**config.mk**
```make
export PLATFORM = sky130hd
export DESIGN_NAME = axi4_rd_burst_track
export DESIGN_NICKNAME = d
export VERILOG_FILES = /design/src/rtl/axi4_track_pkg.sv /design/src/rtl/axi4_track_fifo.sv /design/src/rtl/axi4_rd_burst_track.sv
export SDC_FILE = /design/constraint.sdc
export NUM_CORES = 1
export LEC_CHECK = 0
export ABC_AREA = 0
export CAP_MARGIN = 20
export CORE_ASPECT_RATIO = 1.25
export CORE_UTILIZATION = 48
export DETAILED_ROUTE_END_ITERATION = 12
export GPL_ROUTABILITY_DRIVEN = 0
export PLACE_DENSITY_LB_ADDON = 0.12
export SKIP_LAST_GASP = 1
export SYNTH_ARGS = -nofsm -noshare
export SYNTH_HDL_FRONTEND = slang
export SYNTH_HIERARCHICAL = 1
export SYNTH_SLANG_ARGS = --single-unit
```
**constraint.sdc**
```tcl
create_clock -name axi_aclk -period 5.2 [get_ports axi_aclk]
set_input_delay 0.52 -clock axi_aclk [delete_from_list [all_inputs] [get_ports axi_aclk]]
set_output_delay 0.52 -clock axi_aclk [all_outputs]
set_load 0.02 [all_outputs]
```
**src/rtl/axi4_track_pkg.sv**
```systemverilog
// rtl/axi4_track_pkg.sv - shared constants and helpers for the AXI4 burst trackers
package axi4_track_pkg;

  localparam int LEN_W  = 8;
  localparam int TCNT_W = 16;

  // Saturating increment used by the stall timers
  function automatic logic [TCNT_W-1:0] sat_inc(input logic [TCNT_W-1:0] v);
    return (&v) ? v : v + 1'b1;
  endfunction

endpackage

```
**src/rtl/axi4_track_fifo.sv**
```systemverilog
// rtl/axi4_track_fifo.sv - synchronous FIFO holding accepted burst descriptors
module axi4_track_fifo #(
  parameter int DSIZE = 12,
  parameter int DEPTH = 16,
  localparam int AW = $clog2(DEPTH),
  localparam int CW = $clog2(DEPTH + 1)
) (
  input  logic             clk_i,
  input  logic             rst_i,
  input  logic             push_i,
  input  logic [DSIZE-1:0] din_i,
  input  logic             pop_i,
  output logic [DSIZE-1:0] dout_o,
  output logic             full_o,
  output logic             empty_o,
  output logic [CW-1:0]    count_o
);

  logic [DSIZE-1:0] mem_q [DEPTH];
  logic [AW-1:0]    wr_ptr_q, wr_ptr_d, rd_ptr_q, rd_ptr_d;
  logic [CW-1:0]    count_q, count_d;
  logic             do_push, do_pop;

  assign full_o  = (count_q == CW'(DEPTH));
  assign empty_o = (count_q == '0);
  assign count_o = count_q;
  assign dout_o  = mem_q[rd_ptr_q];

  // A pop frees the slot the simultaneous push needs when full
  assign do_pop  = pop_i & ~empty_o;
  assign do_push = push_i & (~full_o | do_pop);

  always_comb begin
    wr_ptr_d = wr_ptr_q;
    rd_ptr_d = rd_ptr_q;
    if (do_push) wr_ptr_d = wr_ptr_q + 1'b1;
    if (do_pop)  rd_ptr_d = rd_ptr_q + 1'b1;
    count_d = count_q + CW'(do_push) - CW'(do_pop);
  end

  always_ff @(posedge clk_i or posedge rst_i) begin
    if (rst_i) begin
      wr_ptr_q <= '0;
      rd_ptr_q <= '0;
      count_q  <= '0;
    end else begin
      wr_ptr_q <= wr_ptr_d;
      rd_ptr_q <= rd_ptr_d;
      count_q  <= count_d;
    end
  end

  always_ff @(posedge clk_i) begin
    if (do_push) mem_q[wr_ptr_q] <= din_i;
  end

endmodule

```
**src/rtl/axi4_rd_burst_track.sv**
```systemverilog
// rtl/axi4_rd_burst_track.sv - passive in-order checker for the AXI4 AR/R channels
module axi4_rd_burst_track
  import axi4_track_pkg::*;
#(
  parameter int IDSIZE          = 4,
  parameter int MAX_OUTSTANDING = 16,
  parameter int MAX_CYCLE       = 1000,
  parameter int CNTW            = $clog2(MAX_OUTSTANDING + 1)
) (
  input  logic              axi_aclk,
  input  logic              axi_areset,
  input  logic [IDSIZE-1:0] axi_arid,
  input  logic [7:0]        axi_arlen,
  input  logic              axi_arvalid,
  input  logic              axi_arready,
  input  logic [IDSIZE-1:0] axi_rid,
  input  logic              axi_rlast,
  input  logic              axi_rvalid,
  input  logic              axi_rready,
  output logic [CNTW-1:0]   outstanding,
  output logic              rd_overflow,
  output logic              wrong_id,
  output logic              resp_overflow,
  output logic              len_error,
  output logic              timeout_error,
  output logic              error_any
);

  typedef struct packed {
    logic [IDSIZE-1:0] id;
    logic [LEN_W-1:0]  len;
  } entry_t;

  entry_t                    head, new_entry;
  logic [$bits(entry_t)-1:0] head_raw;
  logic                      ar_hs, r_hs, at_last, pop, full, empty;
  logic [LEN_W-1:0]          beat_cnt_q, beat_cnt_d;
  logic [TCNT_W-1:0]         tcnt_q, tcnt_d;
  logic                      rd_ovf_q, rd_ovf_d, wrong_id_q, wrong_id_d;
  logic                      resp_ovf_q, resp_ovf_d, len_err_q, len_err_d;
  logic                      tmo_q, tmo_d;

  assign ar_hs     = axi_arvalid & axi_arready;
  assign r_hs      = axi_rvalid & axi_rready;
  assign new_entry = '{id: axi_arid, len: axi_arlen};
  assign head      = entry_t'(head_raw);
  assign at_last   = (beat_cnt_q == head.len);
  assign pop       = r_hs & at_last & ~empty;

  axi4_track_fifo #(
    .DSIZE($bits(entry_t)),
    .DEPTH(MAX_OUTSTANDING)
  ) u_fifo (
    .clk_i   (axi_aclk),
    .rst_i   (axi_areset),
    .push_i  (ar_hs),
    .din_i   (new_entry),
    .pop_i   (pop),
    .dout_o  (head_raw),
    .full_o  (full),
    .empty_o (empty),
    .count_o (outstanding)
  );

  always_comb begin
    beat_cnt_d = beat_cnt_q;
    if (pop)                beat_cnt_d = '0;
    else if (r_hs & ~empty) beat_cnt_d = beat_cnt_q + 1'b1;

    tcnt_d = (r_hs | empty) ? '0 : sat_inc(tcnt_q);

    // An AR is dropped only when full and no pop makes room this cycle
    rd_ovf_d   = rd_ovf_q   | (ar_hs & full & ~pop);
    wrong_id_d = wrong_id_q | (r_hs & ~empty & (axi_rid != head.id));
    resp_ovf_d = resp_ovf_q | (r_hs & empty);
    len_err_d  = len_err_q  | (r_hs & ~empty & (axi_rlast != at_last));
    tmo_d      = tmo_q      | (tcnt_q > TCNT_W'(MAX_CYCLE));
  end

  always_ff @(posedge axi_aclk or posedge axi_areset) begin
    if (axi_areset) begin
      beat_cnt_q <= '0;
      tcnt_q     <= '0;
      rd_ovf_q   <= 1'b0;
      wrong_id_q <= 1'b0;
      resp_ovf_q <= 1'b0;
      len_err_q  <= 1'b0;
      tmo_q      <= 1'b0;
    end else begin
      beat_cnt_q <= beat_cnt_d;
      tcnt_q     <= tcnt_d;
      rd_ovf_q   <= rd_ovf_d;
      wrong_id_q <= wrong_id_d;
      resp_ovf_q <= resp_ovf_d;
      len_err_q  <= len_err_d;
      tmo_q      <= tmo_d;
    end
  end

  assign rd_overflow   = rd_ovf_q;
  assign wrong_id      = wrong_id_q;
  assign resp_overflow = resp_ovf_q;
  assign len_error     = len_err_q;
  assign timeout_error = tmo_q;
  assign error_any     = rd_ovf_q | wrong_id_q | resp_ovf_q | len_err_q | tmo_q;

endmodule

```
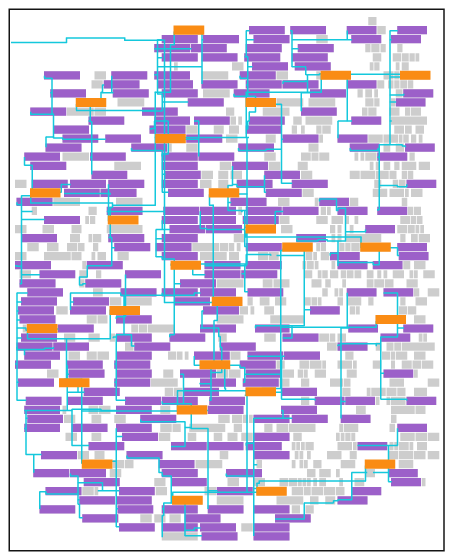
(routed clock nets over the placement)
[orange] cells driving clock nets | count: 25
[purple] flip-flops | count: 234
[cyan] clock wires | length: 2730 µm
flops lie	spread over the die
routed clock nets	26

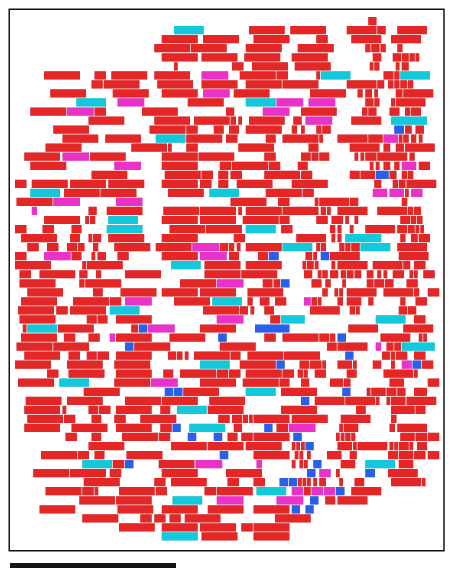
(drive-strength map)
Bar = 50 µm.
color	size	cells	share
cyan	drive 6 and up	32	4.6%
blue	drive 3 to 4	34	4.8%
red	drive 1 or less	597	85%
magenta	drive 2	39	5.6%

==> results.txt <==
Reports from this run.

- In the post-synthesis netlist, the biggest area contributors are edfxtp_1, dfrtp_1, mux4_2.
- The power of the sequential group is 2.33 mW.
- The post-layout instance count excluding filler cells is 972.
- The count of final max-slew check failures is 0.
- The share of final layout cell area taken by non-clock buffers is 0.0518.
- The fraction of final layout cells with drive strength greater than 1 is 0.150.
- The flip-flop count of the largest register after layout is around 190.
- The starting utilization of the core area is 0.490.
- Per the detail_route log, met2 wirelength is 11.4 mm.
- The largest registers in the layout are u_fifo/mem_q (192), tcnt_q (16), beat_cnt_q (8).
- The run finished with clean final reports.
- The nature of the critical path startpoint is a register.
- The number of placed cells counting well taps is 929.
- The number of warning messages in the yosys log reads 6.
- Derived from the worst setup path, the maximum achievable clock frequency is approximately 220 MHz.
- Final hold analysis gives a worst-case slack of 395 ps.
- The post-CTS setup buffer count is 0.
- The start point of the critical path reads u_fifo/rd_ptr_q[0].
- The area of the synthesized netlist per yosys stat is a little under 10000 µm².
- Measured along the x axis, the die boundary spans 130 µm.
- The switching power of the nets is roughly 1.3 mW.
- The number of nets at the end of the flow reads 724.
- The part of the power in registers is 0.460.
- The post-route clock period utilization is 0.864.
- The multi-input logic portion of the cell area is 0.246.
- The overall overflow remaining after global route reads 0.
- The routed length on met3 reads around 1.2 mm.
- The longest individual stage delay on the worst path is between 600 and 700 ps.
- The top register by number of flip-flops is u_fifo/mem_q.
- The worst reg2reg path endpoint is u_fifo/count_o[4].
- The combinational cell fraction of total power reads 0.181.
- The number of warnings in the stage logs is 31.
- The top cell class by occupied area is flip-flops and latches.
- The area of all placed cells without fillers reads 11500 µm².
- In this run the worst hold path is classified as input pin to async pin.
- The final count of negative-setup-slack endpoints is 0.
- The register area reads 6820 µm².
- The number of iterations in the first detailed-routing pass reads 4.
- The via count of the first global-routing pass came to 5794.
- The final route contains around 5500 vias.
- The final design was reported to hold multi-input combinational gates totalling 342.
- The number of gates resized after CTS reads 0.
- For met3 alone, demand over resource in global routing was 0.0342.
- The number of buffer and inverter instances along the worst setup path is 4.
- The class of the most critical setup path is register to register.
- The detailed-placement wirelength estimate reads between 10 and 15 mm.
- The global-route track usage on met2 is 0.388.
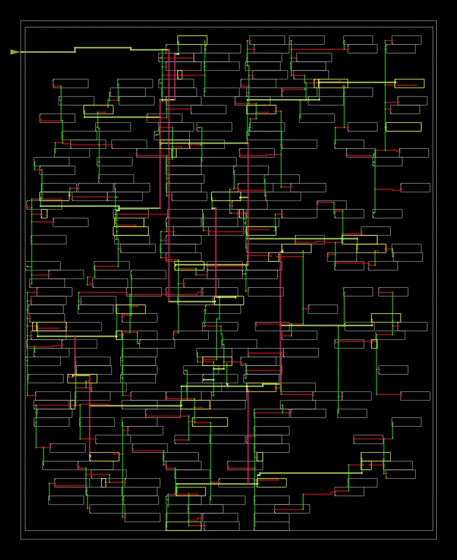
(clock wiring as the flow saved it)
number of clock-tree buffers in the layout: 31
final setup skew: 10.3 ps
count of clock tree sinks: 234
layout sequential cell count: 234

Power figures rest on the tool's default switching activity, not on a simulated workload.
